## src/rtl/tank_sprite_scheduler.sv

```systemverilog
// Per-scanline sprite fetch scheduler for the shared 16x16 tank sprite ROM.
// On line_start, all tank slots are snapshotted. Slots are then walked from
// NUM_TANKS-1 down to 0. For each tank visible on the line, one ROM row is
// fetched and its opaque pixels are written into the next-line buffer.

// Per-slot vertical hit test against the snapshotted scanline.
module tank_sprite_slot #(
    parameter int Y_W = 10
) (
    input  logic [Y_W-1:0] line_y,
    input  logic           vld,
    input  logic [Y_W-1:0] top_y,
    output logic           hit,
    output logic [3:0]     row
);
    logic [Y_W-1:0] dy;

    // Unsigned, non-wrapping test: the line must be at or below the top edge
    // and within the 16-row sprite height.
    always_comb begin
        dy  = line_y - top_y;
        hit = vld && (line_y >= top_y) && (dy < Y_W'(16));
        row = dy[3:0];
    end
endmodule

module tank_sprite_scheduler #(
    parameter int NUM_TANKS = 4,
    parameter int X_W       = 10,
    parameter int Y_W       = 10,
    parameter int LINE_W    = 640
) (
    input  logic                     clk,
    input  logic                     reset_n,
    input  logic                     line_start,
    input  logic [Y_W-1:0]           next_y,
    input  logic [NUM_TANKS-1:0]     tank_valid,
    input  logic [NUM_TANKS*X_W-1:0] tank_x,
    input  logic [NUM_TANKS*Y_W-1:0] tank_y,
    input  logic [NUM_TANKS*2-1:0]   tank_dir,
    input  logic [NUM_TANKS-1:0]     tank_anim,
    output logic [6:0]               rom_row,
    output logic [3:0]               rom_col,
    input  logic [3:0]               rom_data,
    output logic                     lb_we,
    output logic [X_W-1:0]           lb_addr,
    output logic [3:0]               lb_data,
    output logic                     busy,
    output logic                     done,
    output logic                     overflow
);
    localparam int SW = (NUM_TANKS > 1) ? $clog2(NUM_TANKS) : 1;
    localparam logic [X_W:0] LINE_LIM = (X_W+1)'(LINE_W);

    typedef enum logic [2:0] {S_IDLE, S_EVAL, S_FETCH, S_DRAIN, S_DONE} state_t;

    state_t state, nxt;

    // Snapshot of the slot registers taken when a fill is accepted.
    logic [Y_W-1:0]                snap_ny;
    logic [NUM_TANKS-1:0]          snap_vld;
    logic [NUM_TANKS-1:0][X_W-1:0] snap_x;
    logic [NUM_TANKS-1:0][Y_W-1:0] snap_y;
    logic [NUM_TANKS-1:0][1:0]     snap_dir;
    logic [NUM_TANKS-1:0]          snap_anim;

    logic [NUM_TANKS-1:0]          hit_v;
    logic [NUM_TANKS-1:0][3:0]     row_v;

    logic [SW-1:0]                 cur;
    logic                          cur_hit;
    logic                          accept;
    logic                          wr_vld;    // rom_data this cycle belongs to a fetched column
    logic [3:0]                    wcol;      // column whose data is arriving now
    logic [X_W:0]                  wsum;

    assign accept  = (state == S_IDLE) && line_start;
    assign cur_hit = hit_v[cur];

    // One hit-test lane per slot, all evaluated on the frozen snapshot.
    for (genvar i = 0; i < NUM_TANKS; i++) begin : g_slot
        tank_sprite_slot #(.Y_W(Y_W)) u_slot (
            .line_y (snap_ny),
            .vld    (snap_vld[i]),
            .top_y  (snap_y[i]),
            .hit    (hit_v[i]),
            .row    (row_v[i])
        );
    end

    // FSM state register.
    always_ff @(posedge clk or negedge reset_n) begin
        if (!reset_n) state <= S_IDLE;
        else          state <= nxt;
    end

    // Next state. Slot 0 is visited last, so it wins any overlap.
    always_comb begin
        nxt = state;
        unique case (state)
            S_IDLE:  if (line_start) nxt = S_EVAL;
            S_EVAL:  if (cur_hit)          nxt = S_FETCH;
                     else if (cur == '0)   nxt = S_DONE;
                     else                  nxt = S_EVAL;
            S_FETCH: if (rom_col == 4'd15) nxt = S_DRAIN;
            S_DRAIN: nxt = (cur == '0) ? S_DONE : S_EVAL;
            S_DONE:  nxt = S_IDLE;
            default: nxt = S_IDLE;
        endcase
    end

    // Capture all slots on an accepted line_start; later slot changes are ignored.
    always_ff @(posedge clk or negedge reset_n) begin
        if (!reset_n) begin
            snap_ny   <= '0;
            snap_vld  <= '0;
            snap_x    <= '0;
            snap_y    <= '0;
            snap_dir  <= '0;
            snap_anim <= '0;
        end else if (accept) begin
            snap_ny   <= next_y;
            snap_vld  <= tank_valid;
            snap_x    <= tank_x;
            snap_y    <= tank_y;
            snap_dir  <= tank_dir;
            snap_anim <= tank_anim;
        end
    end

    // Slot cursor, ROM address generation, write-pipe tracking and overflow flag.
    always_ff @(posedge clk or negedge reset_n) begin
        if (!reset_n) begin
            cur      <= '0;
            rom_row  <= '0;
            rom_col  <= '0;
            wr_vld   <= 1'b0;
            wcol     <= '0;
            overflow <= 1'b0;
        end else begin
            overflow <= line_start && (state != S_IDLE);
            wr_vld   <= (state == S_FETCH);
            wcol     <= rom_col;
            if (accept) begin
                cur <= SW'(NUM_TANKS - 1);
            end else if (((state == S_EVAL && !cur_hit) || state == S_DRAIN) && cur != '0) begin
                cur <= cur - 1'b1;
            end
            if (state == S_EVAL && cur_hit) begin
                rom_row <= {snap_dir[cur], snap_anim[cur], row_v[cur]};
                rom_col <= 4'd0;
            end else if (state == S_FETCH && rom_col != 4'd15) begin
                rom_col <= rom_col + 4'd1;
            end
        end
    end

    // Pixel arrives one cycle after its column; zero is transparent and any
    // column past the right edge of the visible line is dropped.
    always_comb begin
        wsum    = {1'b0, snap_x[cur]} + {{(X_W-3){1'b0}}, wcol};
        lb_we   = wr_vld && (rom_data != 4'd0) && (wsum < LINE_LIM);
        lb_addr = lb_we ? wsum[X_W-1:0] : '0;
        lb_data = lb_we ? rom_data : 4'd0;
        busy    = (state == S_EVAL) || (state == S_FETCH) || (state == S_DRAIN);
        done    = (state == S_DONE);
    end
endmodule

```

## config.mk

```make
export PLATFORM = sky130hd
export DESIGN_NAME = tank_sprite_scheduler
export DESIGN_NICKNAME = d
export VERILOG_FILES = /design/src/rtl/tank_sprite_scheduler.sv
export SDC_FILE = /design/constraint.sdc
export NUM_CORES = 1
export LEC_CHECK = 0
export ABC_CLOCK_PERIOD_IN_PS = 3950
export CAP_MARGIN = 20
export CORE_MARGIN = 3
export CORE_UTILIZATION = 45
export CTS_CLUSTER_SIZE = 20
export DETAILED_ROUTE_END_ITERATION = 10
export PLACE_DENSITY_LB_ADDON = 0.12
export RECOVER_POWER = 50
export SLEW_MARGIN = 20
export SYNTH_ARGS = -nofsm -noshare
export SYNTH_HDL_FRONTEND = slang
export SYNTH_HIERARCHICAL = 1
export SYNTH_SLANG_ARGS = --single-unit
export TNS_END_PERCENT = 10
```

## constraint.sdc

```tcl
create_clock -name clk -period 3.95 [get_ports clk]
set_clock_uncertainty 0.05 [all_clocks]
set_input_delay 0.5925 -clock clk [delete_from_list [all_inputs] [get_ports clk]]
set_output_delay 0.5925 -clock clk [all_outputs]
set_load 0.05 [all_outputs]
```

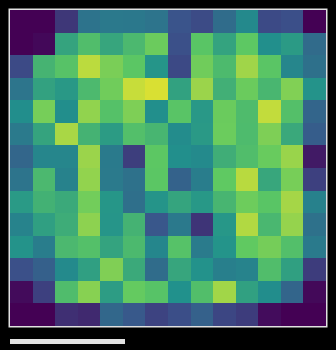
*Local utilization, run 1*
Bar = 50 um. The die is cut into 14 by 14 equal tiles; dark purple is low, yellow is high, 0 to 100% covered.
mean over tiles = 52%
tiles over 75% full = 19%
nearly empty tiles = 4.1%
FP Core Util: 46.61%
Core Region: 16760 um^2
final core utilization: 60.83%

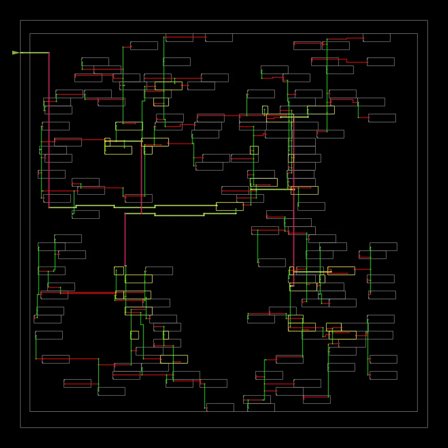
*Clock routing, run 1*
Late-Pin Clk Latency: 410 ps
clock sinks: 128
Num CTS Buffers: 17
clock network power: 1.41 mW

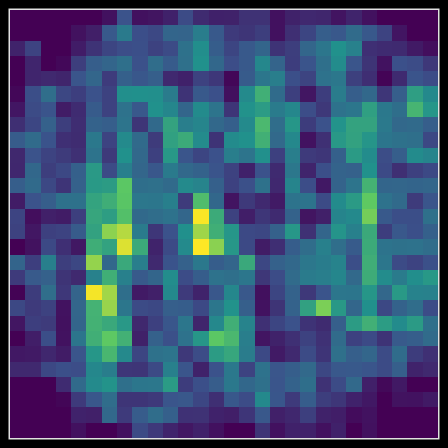
*Signal metal coverage by tile, run 1*
The die is cut into 28 by 28 equal tiles; dark purple is low, yellow is high, scaled to the fullest tile. Values are wire area over tile area, all layers added.
tiles over half the peak = 12%
emptiest ninth of the die = top left
mean over tiles = 0.15
Routed WL per cell: 17.51 um
final WL: 18.25 mm
via count: 5666
total global-route track usage: 19.80%

-- run 1: layout by cell type (no fill, tap or decap), types with 8 or more instances in the layout --
master	count
a21oi_1	28
nand2b_1	11
o21ai_0	12
xnor2_1	15
inv_1	55
nand4_1	9
nand3_1	14
nor3_1	8
mux2_2	113
buf_4	11
clkdlybuf4s50_1	125
xor2_1	12
clkbuf_16	17
buf_12	10
mux4_2	16
dfrtp_1	128
nand2_1	19
nor2_1	22
ha_1	45
a2bb2oi_1	8
-- run 1: cells by family after synthesis --
kind of cell | synth area share (%)
DFF | 41.00
adders and majority gates | 8.648
and+or+nand+nor | 11.90
xor gates and xnor gates | 3.027
AOI/OAI and AO/OA | 8.168
buffers and inverters | 4.917
muxes | 22.34
-- run 1: layout make-up --
cell class | instances | share of cell area [%]
clock inverter | 10 | 0.6259
multi-input combinational | 455 | 42.87
timing repair buffer | 153 | 15.75
clock buffer | 21 | 4.615
tap | 220 | 2.700
inverter | 55 | 2.025
sequential | 128 | 31.42
-- run 1: layer usage --
| layer | wire length (um) | vias up | GRT usage, % | part of all wire [%] |
|---|---|---|---|---|
| met5 | 7 | - | 0 | 0.038 |
| met1 | 7760 | 2789 | 24.20 | 43 |
| met2 | 9181 | 148 | 34.46 | 50 |
| li1 | - | 2695 | - | - |
| met4 | 471 | 2 | 8.068 | 2.6 |
| met3 | 828 | 32 | 3.652 | 4.5 |
-- run 1: repair_timing --
| action | CTS | global route |
|---|---|---|
| pin swaps | 1 | 4 |
| gates resized | 6 | 7 |
| setup endpoints to repair | 8 | 6 |
| setup buffers | 1 | 0 |
-- run 1: worst register-to-register path: stages, from the launching register on --
cell      delay (ps)
dfrtp_1          450
ha_1             450
nor2b_4          180
or4_4            520
a211oi_2         220
nand4_1          140
nor4b_2          340
mux4_2           320
nor3b_2          200
buf_4            190
mux2_2           340
-- run 1: registers in the layout, summed over array words and instances (netlist names) --
register   flops
overflow       1
cur            2
state          3
rom_row        7
snap_vld       4
wcol           4
snap_y        40
wr_vld         1
rom_col        4
snap_ny       10
snap_anim      4
snap_x        40
snap_dir       8
-- run 1: final timing paths --
path	startpoint	end	slack, ps	cells after the start
min	snap_x[20]	snap_x[20]	450	1
min in group asynchronous	reset_n	snap_x[36]	1020	1
max in group asynchronous	reset_n	snap_y[22]	1240	1
max	cur[0]	lb_addr[5]	100	10
max reg2reg	snap_ny[6]	rom_row[0]	430	10
min reg2reg	snap_x[20]	snap_x[20]	450	1
-- run 1: report_power, final --
part           switching (mW)  internal [mW]
sequential              0.438           1.93
clock                   0.565          0.842
combinational            2.75           2.78
==> qor.txt, run 1 <==
Status: complete, but fails checks
Failing checks: capacitance limit, slew limit
Placed Cells: 1010
Chip Width: 137.8 um
Slew HR: -85.53%
Area Overhead vs Synth: 30.49%
Most frequent CP cell: buf_6
CP Capture Type: output pin
Most frequent cells after synthesis: 128 x dfrtp_1, 113 x mux2_2, 55 x inv_1, 46 x ha_1, 30 x a21oi_1
Area leader, netlist: dfrtp_1
Logic area: 4370 um^2
CTS tree: built
RSZ-0062 raised after global routing: yes
Worst-path maximum fanout: 6
Antenna Cells: 0
Top-count cell post-synth: dfrtp_1
Finished Cell Area: 10190 um^2
Max-slew violations: 96
Syn nets: 829
Max_cap viols: 2
## Run 2: what changed since run 1
--- a/config.mk
+++ b/config.mk
@@ -8,7 +8,7 @@
 export ABC_CLOCK_PERIOD_IN_PS = 3950
 export CAP_MARGIN = 20
 export CORE_MARGIN = 3
-export CORE_UTILIZATION = 45
+export CORE_UTILIZATION = 50
 export CTS_CLUSTER_SIZE = 20
 export DETAILED_ROUTE_END_ITERATION = 10
 export PLACE_DENSITY_LB_ADDON = 0.12
@@ -16,6 +16,5 @@
 export SLEW_MARGIN = 20
 export SYNTH_ARGS = -nofsm -noshare
 export SYNTH_HDL_FRONTEND = slang
-export SYNTH_HIERARCHICAL = 1
 export SYNTH_SLANG_ARGS = --single-unit
 export TNS_END_PERCENT = 10
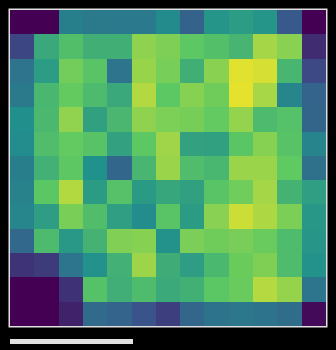
*Local utilization, run 2*
Bar = 50 um. The die is cut into 13 by 13 equal tiles; dark purple is low, yellow is high, 0 to 100% covered.
nearly empty tiles = 4.1%
fullest tile = 96%
mean over tiles = 59%
tiles over 75% full = 29%
Core Region: 14590 um^2
FP Core Util: 51.43%
final core utilization: 68.32%

==> run 2 against run 1 <==
The flow finishes with violations (capacitance limit, slew limit, setup timing). Combinational power about the same. Critical endpoint is now lb_addr[0]. Wire length down 3.4%. Non-clock buffer count grew 1. Critical path type unchanged. First-iteration DRC count increased by 64%.
==> qor.txt, run 2 <==
Status: complete, but fails checks
Failing checks: capacitance limit, slew limit, setup timing
Late-Pin Clk Latency: 420 ps (about the same)
Syn nets: 864 (+4.2%)
CP Capture Type: output pin
Worst-path maximum fanout: 10 (+4)
Post-CTS Setup Bufs: 0 (-1)
H-tree levels: 4
Hold Crit Depth: 0 (-1)
Largest regs: snap_x (40), snap_y (40), snap_ny (10)
Max-slew violations: 78 (-19%)
Area Overhead vs Synth: 32.83%
Most frequent cells after synthesis: 128 x dfrtp_1, 73 x mux2_2, 62 x inv_1, 58 x nand2_1, 54 x o21ai_0
R2R depth: 12 (+2)
Most numerous logic cells after layout: 127 x dfrtp_1, 125 x clkdlybuf4s50_1, 73 x mux2_2, 61 x inv_1, 58 x nand2_1
Most frequent CP cell: buf_12
Via count: 5744 (+1.4%)
Final WL: 17.63 mm (-3.4%)
Critical path depth in cells: 14 (+4)
Routed WL per cell: 16.85 um (-3.8%)
RSZ-0062 raised after global routing: yes
Total global-route track usage: 22.23% (+2.4 points)
Top-count cell post-synth: dfrtp_1
Area leader, netlist: dfrtp_1
Num CTS Buffers: 17 (unchanged)
Max_cap viols: 2 (unchanged)
Finish-stage setup viols: 15
Antenna Cells: 0 (unchanged)
Synth Cell Area: 7503 um^2
Chip Width: 128.5 um (-6.7%)
Worst setup margin: -420.7 ps
Fillers: 1117
Placed Cells: 1014 (+0.40%)
Slew HR: -84.58% (+0.94 points)
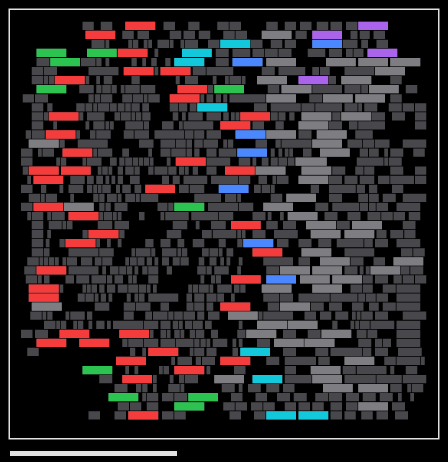
*Sequential cells coloured by netlist name, run 2*
Bar = 50 um.
red -> `snap_y`  # placed flops 40
blue -> `rom_row`  # placed flops 7
cyan -> `snap_dir`  # placed flops 8
green -> `snap_ny`  # placed flops 10
purple -> `rom_col`  # placed flops 4, where top right
Seq area share: 32.15%
FF/Latch Area: 3204 um^2
seq pwr: 2.39 mW

run 2: layout make-up:
type,count,area (um^2),share of cell area (%)
multi-input combinational,486,4051,40.65
sequential,128,3204,32.15
timing repair buffer,154,1678,16.83
inverter,62,236.5,2.373
clock buffer,20,456.7,4.582
tap,184,230.2,2.310
clock inverter,12,110.1,1.105
run 2: per-layer routing:
layer,routed length [um],up-vias,share of wire (%),GRT usage (%)
met1,7477,2786,42,27.71
met2,8855,154,50,38.03
li1,-,2776,-,-
met5,0,-,0,0
met4,343,0,1.9,7.844
met3,953,28,5.4,5.230
run 2: timing repair:
| action | 4_1_cts | 5_1_grt |
|---|---|---|
| hold endpoints to repair | 0 | 0 |
| hold buffers | 0 | 0 |
| gates cloned | 0 | 0 |
| endpoints found under the setup margin | 15 | 15 |
| resized | 8 | 2 |
run 2: logic make-up after synthesis:
logic type	synth area share [%]
adders and majority gates	9.005
and+or+nand+nor	11.79
AOI/OAI and AO/OA	11.66
xor gates and xnor gates	2.451
muxes	17.76
buffers and inverters	4.652
DFF	42.69
run 2: path summary, 6_finish.rpt:
check                                 from         end  slack [ps]
min in group asynchronous          reset_n  snap_x[27]        1000
worst max-delay path                cur[0]  lb_addr[0]        -420
worst max register to register  snap_ny[1]  rom_row[5]         350
worst min-delay path            rom_col[3]     wcol[3]         410
max in group asynchronous          reset_n      cur[0]         400
worst min register to register  rom_col[3]     wcol[3]         410
run 2: where the power goes:
group | internal [mW] | switching [mW]
Sequential | 1.96 | 0.430
Clock | 0.898 | 0.586
Combinational | 2.62 | 2.89
Total | 5.47 | 3.91
run 2: stage by stage:
stage          hold WS (ps)  setup WS [ps]  cell area [um^2]
6_report              409.3         -420.7              9967
2_1_floorplan         246.9         -229.3              7599
4_1_cts               169.8         -466.8              9971
5_1_grt               419.8         -560.8              9967
3_5_place_dp          395.4         -69.72              9378
3_3_place_gp          380.5         -4.692              9378
## Run 3: what changed since run 2
--- a/config.mk
+++ b/config.mk
@@ -5,7 +5,7 @@
 export SDC_FILE = /design/constraint.sdc
 export NUM_CORES = 1
 export LEC_CHECK = 0
-export ABC_CLOCK_PERIOD_IN_PS = 3950
+export ABC_CLOCK_PERIOD_IN_PS = 4920
 export CAP_MARGIN = 20
 export CORE_MARGIN = 3
 export CORE_UTILIZATION = 50
==> constraint.sdc (replaced) <==
create_clock -name clk -period 4.92 [get_ports clk]
set_clock_uncertainty 0.05 [all_clocks]
set_input_delay 0.738 -clock clk [delete_from_list [all_inputs] [get_ports clk]]
set_output_delay 0.738 -clock clk [all_outputs]
set_load 0.01 [all_outputs]
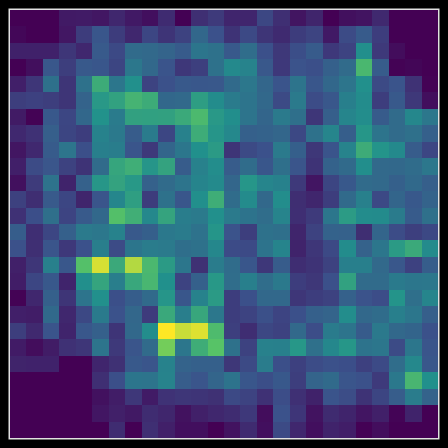
*Signal metal coverage by tile, run 3*
The die is cut into 26 by 26 equal tiles; dark purple is low, yellow is high, scaled to the fullest tile. Values are wire area over tile area, all layers added.
nearly empty tiles = 8.0%
fullest tile = 0.61
emptiest ninth of the die = bottom left
densest ninth of the die = middle
tiles over half the peak = 9.3%
mean over tiles = 0.17
final WL: 17.86 mm
Routed WL per cell: 17.12 um
total global-route track usage: 22.44%
via count: 5722

==> run 3 against run 2 <==
The run ends with capacitance limit, slew limit left. Flip-flop count unchanged. Sequential share of layout area grew 0.76 points. Wire length is 1.3% higher. Setup slack gained 460 ps. Register-to-register slack gained 550 ps. Synthesized cell count is the same. Sequential power down about 20%. First-iteration DRC count is 12% higher. Hold slack improved by 18 ps. Critical endpoint is now lb_addr[2]. Highest routed layer unchanged.
==> qor.txt, run 3 <==
Hold buffer count at cts: 0 (unchanged)
RSZ-0062 raised after global routing: yes
Chip Width: 128.5 um (unchanged)
Antenna Cells: 0 (unchanged)
Synth Cell Area: 7503 um^2 (unchanged)
Share of power burned in the clock network: 17.2% (+1.4 points)
Top-count cell post-synth: dfrtp_1
Area leader, netlist: dfrtp_1
Max-slew violations: 160 (+110%)
R2R depth: 11 (-1)
Largest regs: snap_x (40), snap_y (40), snap_ny (10)
Slew HR: -76.85% (+7.7 points)
Worst hold endpoint: wcol[2]
H-tree levels: 4 (unchanged)
Worst R2R End: rom_row[3]
Syn nets: 864 (unchanged)
Sw frac: 39.65% (-2.0 points)
CP Capture Type: output pin
Switching pwr: 2.915 mW (-25%)
Final core utilization: 66.73% (-1.6 points)
Area Overhead vs Synth: 29.75%
Min-delay src: rom_col[2]
Max_cap viols: 3 (+1)
Failing checks: capacitance limit, slew limit
FP Core Util: 51.43% (unchanged)
Status: complete, but fails checks
Core Region: 14590 um^2 (unchanged)
Worst-path maximum fanout: 6 (-4)
Internal: 4.437 mW (-19%)
Gate power share: 56.7% (-2.1 points)
Sequential fraction of design power: 26.0% (+0.6 points)
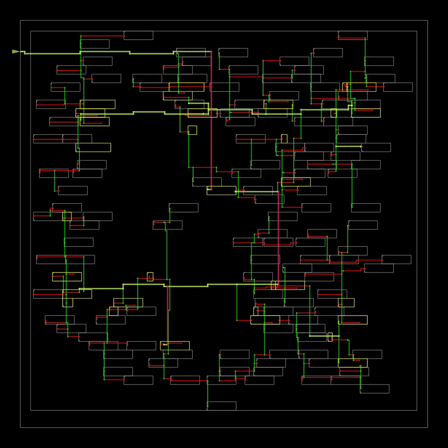
*Clock routing, run 3*
flop count: 128
Late-Pin Clk Latency: 420 ps
clk_buf instances: 22
clock network power: 1.27 mW

==> run 3: netlist changes by cell type in the layout (fill, tap and decap cells not counted), sizes merged <==
cell,change
clkinv,-2
buf,-20
dlymetal6s2s,+9
clkdlybuf4s50,+5
clkinvlp,-2
dlygate4sd2,+1
bufinv,+2
a41o,+1
clkbuf,+3
==> run 3: logic make-up (layout without fill, tap and decap cells) <==
group           after synthesis  count (layout)  share of synthesized area [%]
compound gates              136             137                          11.66
xor+xnor                     21              21                          2.451
fa+ha+maj                    51              51                          9.005
buf+inv                      86             244                          4.652
flops                       128             128                          42.69
mux                         101             101                          17.76
simple gates                177             177                          11.79
==> run 3: cell type report <==
class / count / area (um^2)
clock buffer: 22 / 454.2
inverter: 62 / 232.7
fill: 1152 / 4853
clock inverter: 10 / 136.4
multi-input combinational: 487 / 3990
sequential: 128 / 3204
timing repair buffer: 150 / 1488
tap: 184 / 230.2
==> run 3: through the flow <==
step | setup WS, ps | hold WS (ps) | instances | area [um^2]
after floorplan | 178.5 | 392.4 | 700 | 7503
after global placement | 248.9 | 418.2 | 1008 | 9081
after detailed placement | 165.6 | 418.8 | 1008 | 9081
after CTS | 3.035 | 302.8 | 1043 | 9726
after global routing | -122.1 | 451.8 | 1043 | 9736
final | 37.06 | 427.8 | 1043 | 9736
==> run 3: per-layer routing <==
metal  share of wire, %  track usage [%]
met5                  0                0
met4                1.6            6.485
met3                5.0            5.023
met2                 50            38.77
met1                 43            28.49
==> run 3: worst max path at each step <==
| stage | startpoint | cells past startpoint | slack, ps | endpoint |
|---|---|---|---|---|
| after CTS | cur[0] | 13 | 3 | lb_addr[6] |
| after floorplan | cur[0] | 16 | 180 | lb_addr[2] |
| after detailed placement | cur[0] | 13 | 170 | lb_addr[9] |
| after global placement | cur[0] | 13 | 250 | lb_addr[9] |
| final | cur[0] | 13 | 40 | lb_addr[2] |
| after global routing | cur[0] | 13 | -120 | lb_addr[2] |
==> run 3: repair_timing <==
action | CTS | global route
buffers inserted | 2 | 0
setup endpoints to repair | 11 | 12
gates cloned | 1 | 0
gates resized | 6 | 9
pin swaps | 1 | 1
==> run 3: power by group through the flow <==
stage	Combinational [mW]	Sequential [mW]	Clock, mW
after global placement	3.95	1.91	0
after floorplan	3.21	1.80	0
after detailed placement	4.11	1.94	0
after CTS	4.16	1.92	1.28
after global routing	4.66	1.98	1.33
final	4.17	1.91	1.27
==> run 3: critical path, delay by kind of cell, from the launching register on <==
family	cells	cell delay, ps
and+or+nand+nor	4	450
DFF	1	380
AOI/OAI and AO/OA	4	1080
buffers and inverters	1	530
muxes	2	580
adders and majority gates	2	650

==> layout pictures side by side <==
Metal layers overlaid.
Only two layers are drawn.
panel A
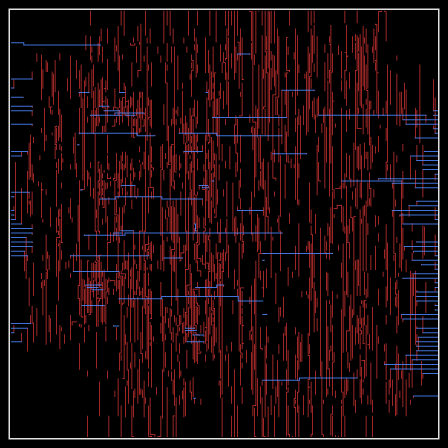
panel B
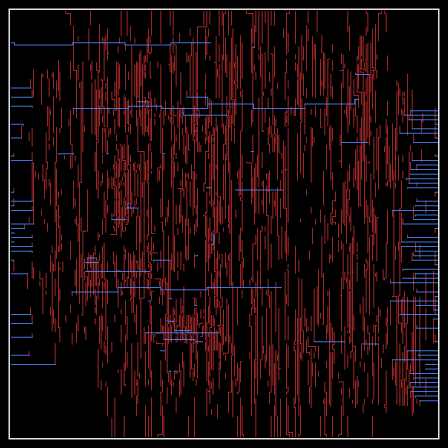
panel C
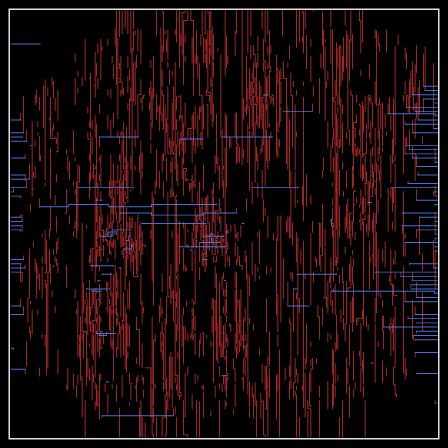
| picture | from |
|---|---|
| panel B | run 3 |
| panel C | run 1 |
| panel A | run 2 |

Power figures rest on the tool's default switching activity, not on a simulated workload.
